## src/rtl/spike_isi_analyzer.sv

```systemverilog
// spike_isi_analyzer: windowed inter-spike-interval statistics and firing-pattern classification
module spike_isi_analyzer #(
    parameter int ISI_W     = 16,
    parameter int CNT_W     = 8,
    parameter int BURST_ISI = 16
) (
    input  logic             clk,
    input  logic             reset,
    input  logic             spike_in,
    input  logic             enable,
    input  logic [15:0]      window_len,
    output logic             busy,
    output logic             win_done,
    output logic [CNT_W-1:0] spike_count,
    output logic [ISI_W-1:0] isi_first,
    output logic [ISI_W-1:0] isi_last,
    output logic [ISI_W-1:0] isi_min,
    output logic [1:0]       pattern
);
    typedef enum logic [1:0] {IDLE, RUN, REPORT} state_t;
    state_t state;
    logic spike_prev, have_spike, have_isi;
    logic [15:0] win_cnt;
    logic [ISI_W-1:0] isi_cnt, first_acc, last_acc, min_acc, max_acc;
    logic [CNT_W-1:0] cnt;
    logic spike_edge, rec, first_spike, quiet, burst, adapt;
    logic [CNT_W-1:0] n_cnt;
    logic [ISI_W-1:0] n_first, n_last, n_min, n_max;
    logic [1:0] n_pat;
    logic [15:0] win_len_eff;
    always_comb begin
        spike_edge  = spike_in & ~spike_prev;
        rec         = spike_edge & have_spike;
        first_spike = (state == REPORT) & spike_edge;
        win_len_eff = (window_len < 16'd2) ? 16'd2 : window_len;
        n_cnt       = (spike_edge && cnt != '1) ? cnt + 1'b1 : cnt;
        n_first     = (rec && !have_isi) ? isi_cnt : first_acc;
        n_last      = rec ? isi_cnt : last_acc;
        n_min       = (rec && isi_cnt < min_acc) ? isi_cnt : min_acc;
        n_max       = (rec && isi_cnt > max_acc) ? isi_cnt : max_acc;
        quiet       = n_cnt < CNT_W'(2);
        burst       = (n_min < ISI_W'(BURST_ISI)) && ({2'b00, n_max} >= {n_min, 2'b00});
        adapt       = {2'b00, n_last} > ({2'b00, n_first} + {4'b0000, n_first[ISI_W-1:2]});
        n_pat       = quiet ? 2'd0 : burst ? 2'd3 : adapt ? 2'd2 : 2'd1;
    end
    always_ff @(posedge clk) begin
        spike_prev <= reset ? 1'b0 : spike_in;
        if (reset) begin
            state       <= IDLE;
            busy        <= 1'b0;
            win_done    <= 1'b0;
            spike_count <= '0;
            isi_first   <= '0;
            isi_last    <= '0;
            isi_min     <= '0;
            pattern     <= 2'd0;
            win_cnt     <= '0;
            cnt         <= '0;
            have_spike  <= 1'b0;
            have_isi    <= 1'b0;
            isi_cnt     <= '0;
            first_acc   <= '0;
            last_acc    <= '0;
            min_acc     <= '1;
            max_acc     <= '0;
        end else begin
            win_done <= 1'b0;
            if (state == RUN) begin
                if (!enable) begin
                    state <= IDLE;
                    busy  <= 1'b0;
                end else if (win_cnt == 16'd1) begin
                    state       <= REPORT;
                    win_done    <= 1'b1;
                    spike_count <= n_cnt;
                    isi_first   <= quiet ? '0 : n_first;
                    isi_last    <= quiet ? '0 : n_last;
                    isi_min     <= quiet ? '0 : n_min;
                    pattern     <= n_pat;
                end else begin
                    win_cnt    <= win_cnt - 1'b1;
                    cnt        <= n_cnt;
                    have_spike <= have_spike | spike_edge;
                    have_isi   <= have_isi | rec;
                    isi_cnt    <= spike_edge ? ISI_W'(1) : (isi_cnt == '1) ? isi_cnt : isi_cnt + 1'b1;
                    first_acc  <= n_first;
                    last_acc   <= n_last;
                    min_acc    <= n_min;
                    max_acc    <= n_max;
                end
            end else if (enable) begin
                // an edge seen during REPORT opens the next window
                state      <= RUN;
                busy       <= 1'b1;
                win_cnt    <= win_len_eff;
                cnt        <= CNT_W'(first_spike);
                have_spike <= first_spike;
                have_isi   <= 1'b0;
                isi_cnt    <= ISI_W'(1);
                first_acc  <= '0;
                last_acc   <= '0;
                min_acc    <= '1;
                max_acc    <= '0;
            end else begin
                state <= IDLE;
                busy  <= 1'b0;
            end
        end
    end
endmodule

```

## config.mk

```make
export PLATFORM = sky130hd
export DESIGN_NAME = spike_isi_analyzer
export DESIGN_NICKNAME = d
export VERILOG_FILES = /design/src/rtl/spike_isi_analyzer.sv
export SDC_FILE = /design/constraint.sdc
export NUM_CORES = 1
export LEC_CHECK = 0
export CORE_MARGIN = 10
export CORE_UTILIZATION = 59
export DETAILED_ROUTE_END_ITERATION = 10
export HOLD_SLACK_MARGIN = 0.03
export PLACE_DENSITY_LB_ADDON = 0.15
export SETUP_SLACK_MARGIN = 0.05
export SLEW_MARGIN = 20
export SYNTH_ARGS = -nofsm -noshare
export SYNTH_HDL_FRONTEND = slang
export SYNTH_SLANG_ARGS = --single-unit
```

## constraint.sdc

```tcl
create_clock -name clk -period 6.6 [get_ports clk]
set_clock_uncertainty 0.15 [all_clocks]
set_input_delay 1.32 -clock clk [delete_from_list [all_inputs] [get_ports clk]]
set_output_delay 1.32 -clock clk [all_outputs]
set_load 0.02 [all_outputs]
```

==> ci_impl_report.md, run 1 <==
### Yosys + OpenROAD results

| Metric | Value |
|---|---|
| Count of inverters not on the clock network in the layout | `76` |
| Number of logged tool warnings | `27` |
| Period utilisation layout | `0.929` |
| Setup bufs post-CTS | `0` |
| Final instance area | `11300 um^2` |
| Critical path's slowest cell | `clkdlybuf4s50_1` |
| List of cells traversed by the critical path | `clkdlybuf4s50_1, and4bb_2, mux2i_1, inv_1, ha_1, maj3_1, a221oi_2, a21oi_1, or3_1, a21oi_1, xor2_1, ha_1, nand2_1, nor4_1, a211o_1, o31ai_1, a221oi_1, a21oi_1, a211oi_1` |
| Final Worst Setup Slack | `0.470 ns` |
| Combinational Power Share | `0.072` |
| Result of the run | `completed` |
| Number of remaining DRC errors | `0` |
| Met3 track demand over resource in global routing | `0.0576` |
| Final cell count without fillers | `1494` |
| Crit-path max FO | `13` |
| Number of buffers on the longest clock path | `2` |
| Total power per unit cell area | `195 nW/um^2` |
| Synthesized chip area reported by yosys | `9710 um^2` |
| Final hold slack | `0.299 ns` |
| Routed via count divided by cell count | `6.09` |
| Count of mapped cells out of synthesis | `1212` |
| Cell mode on critical path | `a21oi_1` |
| Worst path max stage delay | `0.52 ns` |
| Hold path endpoint | `isi_min[9]$_SDFFE_PP0P_` |
| Max-slew violation count | `0` |
| Data required time at the worst endpoint | `6.79 ns` |
| List of most frequent post-synthesis cells | `169 x dfxtp_1, 127 x nand2_1, 114 x nor2_1` |
| Fraction of synthesized cell area in xor and xnor cells | `0.0262` |
| X dimension of the die | `148 um` |
| Post-DP HPWL | `19200 um` |
| Total overflow reported by the global router | `0` |
| Nets | `1364` |
| Sum of buffers and inverters on the critical path | `2` |
| Number of clock buffers inserted by TritonCTS | `17` |
| Cell count of the worst hold path | `2` |
| Combinational Gates | `893` |
| Int Power | `1670 uW` |
| Post-cts hold buffer count | `0` |
| Cell total in the yosys stat output | `1212` |
| Top cell type by instance count after synthesis | `dfxtp_1` |
| Total placed cells including tap cells | `1463` |
| Die boundary height | `148 um` |
| Top sig layer | `met5` |
| Final hold violation count | `0` |
| Sum of routed wire segments on met1 | `11900 um` |
| Total of flip-flops plus latches after synthesis | `169` |
| Final non-clock buffer share | `0.0898` |
| Combined flip-flop and latch cell area | `3380 um^2` |
| Number of setup violations in the final report | `0` |
| Endpoint of the most critical setup path | `pattern[1]$_SDFFE_PP0P_` |
| GRT Overall Usage | `0.241` |
| Residual antenna-violating net count after detailed routing | `0` |
[run 1: cells in the final DEF, fill, tap and decap left out, types with 7 or more instances in the layout]
master,count
o211ai_1,14
clkdlybuf4s50_1,78
nor4_1,19
clkbuf_16,17
and3_1,21
nand4_1,13
a31oi_1,11
nand3_1,25
clkbuf_8,7
dfxtp_1,169
a211oi_1,10
xor2_1,16
a21oi_1,95
inv_1,74
nor3_1,24
mux2i_1,33
nand2_1,127
a22oi_1,36
o21ai_0,104
xnor2_1,13
ha_1,77
buf_4,30
nor2_1,114
a211o_1,7
a21o_1,8
a22o_1,17
[run 1: worst reg2reg max path: cells and delay by family (launching register included)]
family                     cells  cell delay, ns
AOI/OAI and AO/OA              9            3.23
adders and majority gates      2            0.64
buffers and inverters          1            0.09
DFF                            1            0.37
and+or+nand+nor                3            0.62
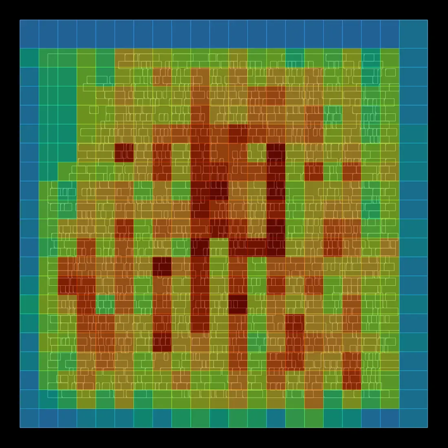
(run_1/final_congestion.png)
layer with the highest usage: met2
wire length per cell: 17.9 um
global routing met2 resource utilization: 0.379

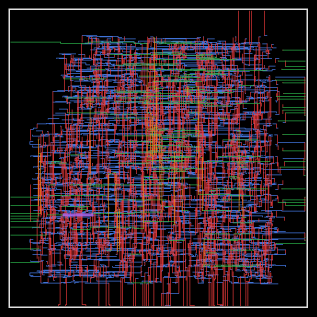
(run_1/metal_stack.png)
(2 px per um)
legend:
  met2:
    color: red
    wire_length: 12000 um
  met1:
    color: blue
    wire_length: 11900 um
  met4:
    color: orange
    wire_length: 690 um
  met5:
    color: purple
    wire_length: 13.8 um
  met3:
    color: green
    wire_length: 2200 um

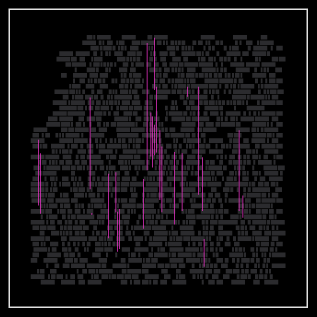
(run_1/met4.png)
(2 px per um)
main direction: vertical
wire length on this layer: 690 um
longest straight run: 63.2 um
nets with wire on the layer: 19
share of all routed wire: 2.6%
final wirelength: 26800 um
number of vias after detailed routing: 9103

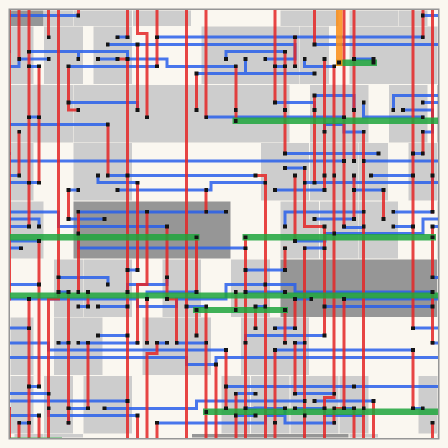
(run_1/zoom.png)
Region (101, 27) to (121, 47) um. Cells in gray, sequential cells in the stronger gray; small squares are vias.
legend:
  met4:
    color: orange
  met2:
    color: red
  met3:
    color: green
  met1:
    color: blue
cells with their middle in the window: 31
sequential cells in the window: 2
most frequent: nor3_1 (4), nand2_1 (3), a21oi_1 (3)
netlist names of flops here include: win_cnt (2)

--- run 2 (diff from run 1) ---
- CAP_MARGIN: default -> 30
- CORE_MARGIN: 10 -> default
==> run 2 against run 1 <==
Net effect: setup slack improved by 0.17 ns; clock power about the same; sequential power barely moved; largest power group unchanged.
==> ci_impl_report.md, run 2 <==
### Yosys + OpenROAD results

| Metric | Value |
|---|---|
| Result of the run | `completed` |
| X dimension of the die | `130 um` |
| Critical path's slowest cell | `clkdlybuf4s50_1` |
| List of most frequent post-synthesis cells | `169 x dfxtp_1, 127 x nand2_1, 114 x nor2_1` |
| List of cells traversed by the critical path | `clkdlybuf4s50_1, and4bb_2, buf_4, mux2i_1, inv_1, ha_1, fa_1, a21o_1, a311oi_1, a221oi_1, a21oi_1, xnor2_1, ha_1, nand2_1, nor4_1, a211o_1, o31ai_1, a221oi_1, a21oi_1, a211oi_1` |
| Number of remaining DRC errors | `0` |
| Levels on crit path | `20` |
| Async set-reset flop share out of synthesis | `0` |
| Final total power | `2230 uW` |
| Post-Synthesis Mean Instance Area | `8.01 um^2` |
| Cell count of the worst hold path | `2` |
| Most frequently placed logic cells in the final layout | `169 x dfxtp_1, 127 x nand2_1, 114 x nor2_1` |
| Final hold violation count | `0` |
| Worst path max stage delay | `0.52 ns` |
| Worst Max-Slew Pin Slew | `0.873 ns` |
| Total of flip-flops plus latches after synthesis | `169` |
| Post-cts hold buffer count | `0` |
| Worst reg2reg path startpoint | `min_acc[6]$_SDFFE_PP1P_` |
| Clock tree root driver cell | `clkbuf_16` |
| Number of clock buffers inserted by TritonCTS | `17` |
| GRT Overall Usage | `0.321` |
| Count of mapped cells out of synthesis | `1212` |
| Largest delay share family, worst path | `AND-OR/OR-AND gates` |
| Final instance area | `11300 um^2` |
| Data required time at the worst endpoint | `6.79 ns` |
| Top cell type by total area after synthesis | `dfxtp_1` |
| Setup bufs post-CTS | `0` |
| Worst slack at placement | `0.274 ns` |
| Synthesized chip area reported by yosys | `9710 um^2` |
| Final hold slack | `0.299 ns` |
| Post-DP HPWL | `18800 um` |
| Number of buffers on the longest clock path | `2` |
| Fraction of synthesized cell area in xor and xnor cells | `0.0262` |
| Endpoint of the most critical setup path | `pattern[1]$_SDFFE_PP0P_` |
| First-pass GRT wire length | `42100 um` |
| Total power per unit cell area | `197 nW/um^2` |
| Residual antenna-violating net count after detailed routing | `0` |
| Comb area | `5720 um^2` |
| Total placed instance area | `10700 um^2` |
| Number of setup violations in the final report | `0` |
| Top logic cell by instance count in the layout | `dfxtp_1` |
| Combined flip-flop and latch cell area | `3380 um^2` |
| Area of the mapped netlist | `9710 um^2` |
| Kind of path behind the tightest hold check | `reg2reg` |
| Reported max-cap violation count | `0` |
| Final cell count without fillers | `1500` |
| Cell total in the yosys stat output | `1212` |
| Number of logged tool warnings | `27` |
| Placeable core region | `16000 um^2` |
| Routed via count divided by cell count | `6.07` |
| Die boundary height | `130 um` |
| Distinct lib cells | `73` |
| Max-slew headroom at the worst pin | `0.417` |
| Total placed cells including tap cells | `1466` |
| Nets | `1369` |
| Hold path endpoint | `isi_min[12]$_SDFFE_PP0P_` |
| ANT cells | `0` |
| Sum of buffers and inverters on the critical path | `3` |
| Total overflow reported by the global router | `0` |
| Final Worst Setup Slack | `0.640 ns` |
| Max-slew violation count | `0` |
| Top cell type by instance count after synthesis | `dfxtp_1` |
| Period utilisation layout | `0.903` |
| Crit-path max FO | `8` |
==> run 2: cell counts after synthesis <==
No cell type changed its count.
==> run 2: layer usage <==
layer,GRT usage,wire (um)
met1,0.428,12000
met5,0,0
met4,0.142,886
met2,0.516,11900
met3,0.0451,1740
==> run 2: cell type report <==
cell class / instances / area share
inverter: 76 / 0.0252
sequential: 169 / 0.299
timing repair buffer: 114 / 0.0929
multi-input combinational: 893 / 0.506
clock buffer: 18 / 0.0379
clock inverter: 14 / 0.0152
tap: 216 / 0.0239
==> run 2: report_power, final <==
part	internal (uW)	switching, uW
registers	1030	13.2
clock network	598	425
logic	56.6	103
total	1690	541
==> run 2: tightest hold or removal path, stage by stage (launching register included) <==
cell     delay, ns
dfxtp_1       0.31
nand2_1       0.05
a21oi_1       0.05
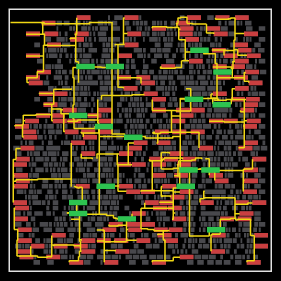
(run_2/clock_map.png)
(2 px per um)
legend:
  flip-flops:
    color: red
    count: 169
  clock wires:
    color: yellow
    length: 1940 um
  cells driving clock nets:
    color: green
    count: 17
flops lie: widely spread
routed clock nets: 18
Clock Power: 1020 uW
share of power burned in the clock network: 0.459
latest clock arrival within the worst-skew pair: 0.43 ns

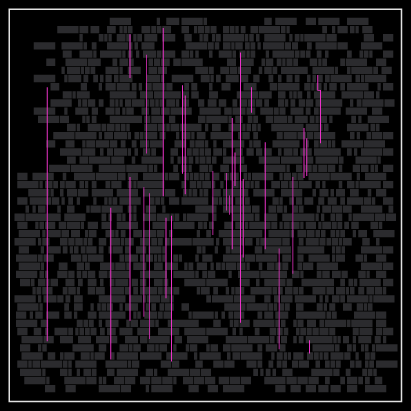
(run_2/met4.png)
(3 px per um)
wire length on this layer: 887 um
main direction: vertical
longest straight run: 89.8 um
nets with wire on the layer: 22
share of all routed wire: 3.3%
number of vias after detailed routing: 9108
final wirelength: 26500 um

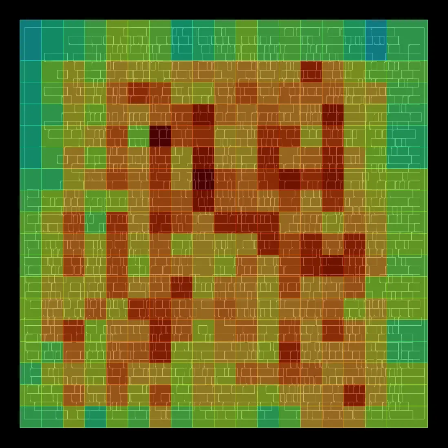
(run_2/final_congestion.png)
final cell utilization of the core: 0.707
wire length per cell: 17.7 um

Power figures rest on the tool's default switching activity, not on a simulated workload.
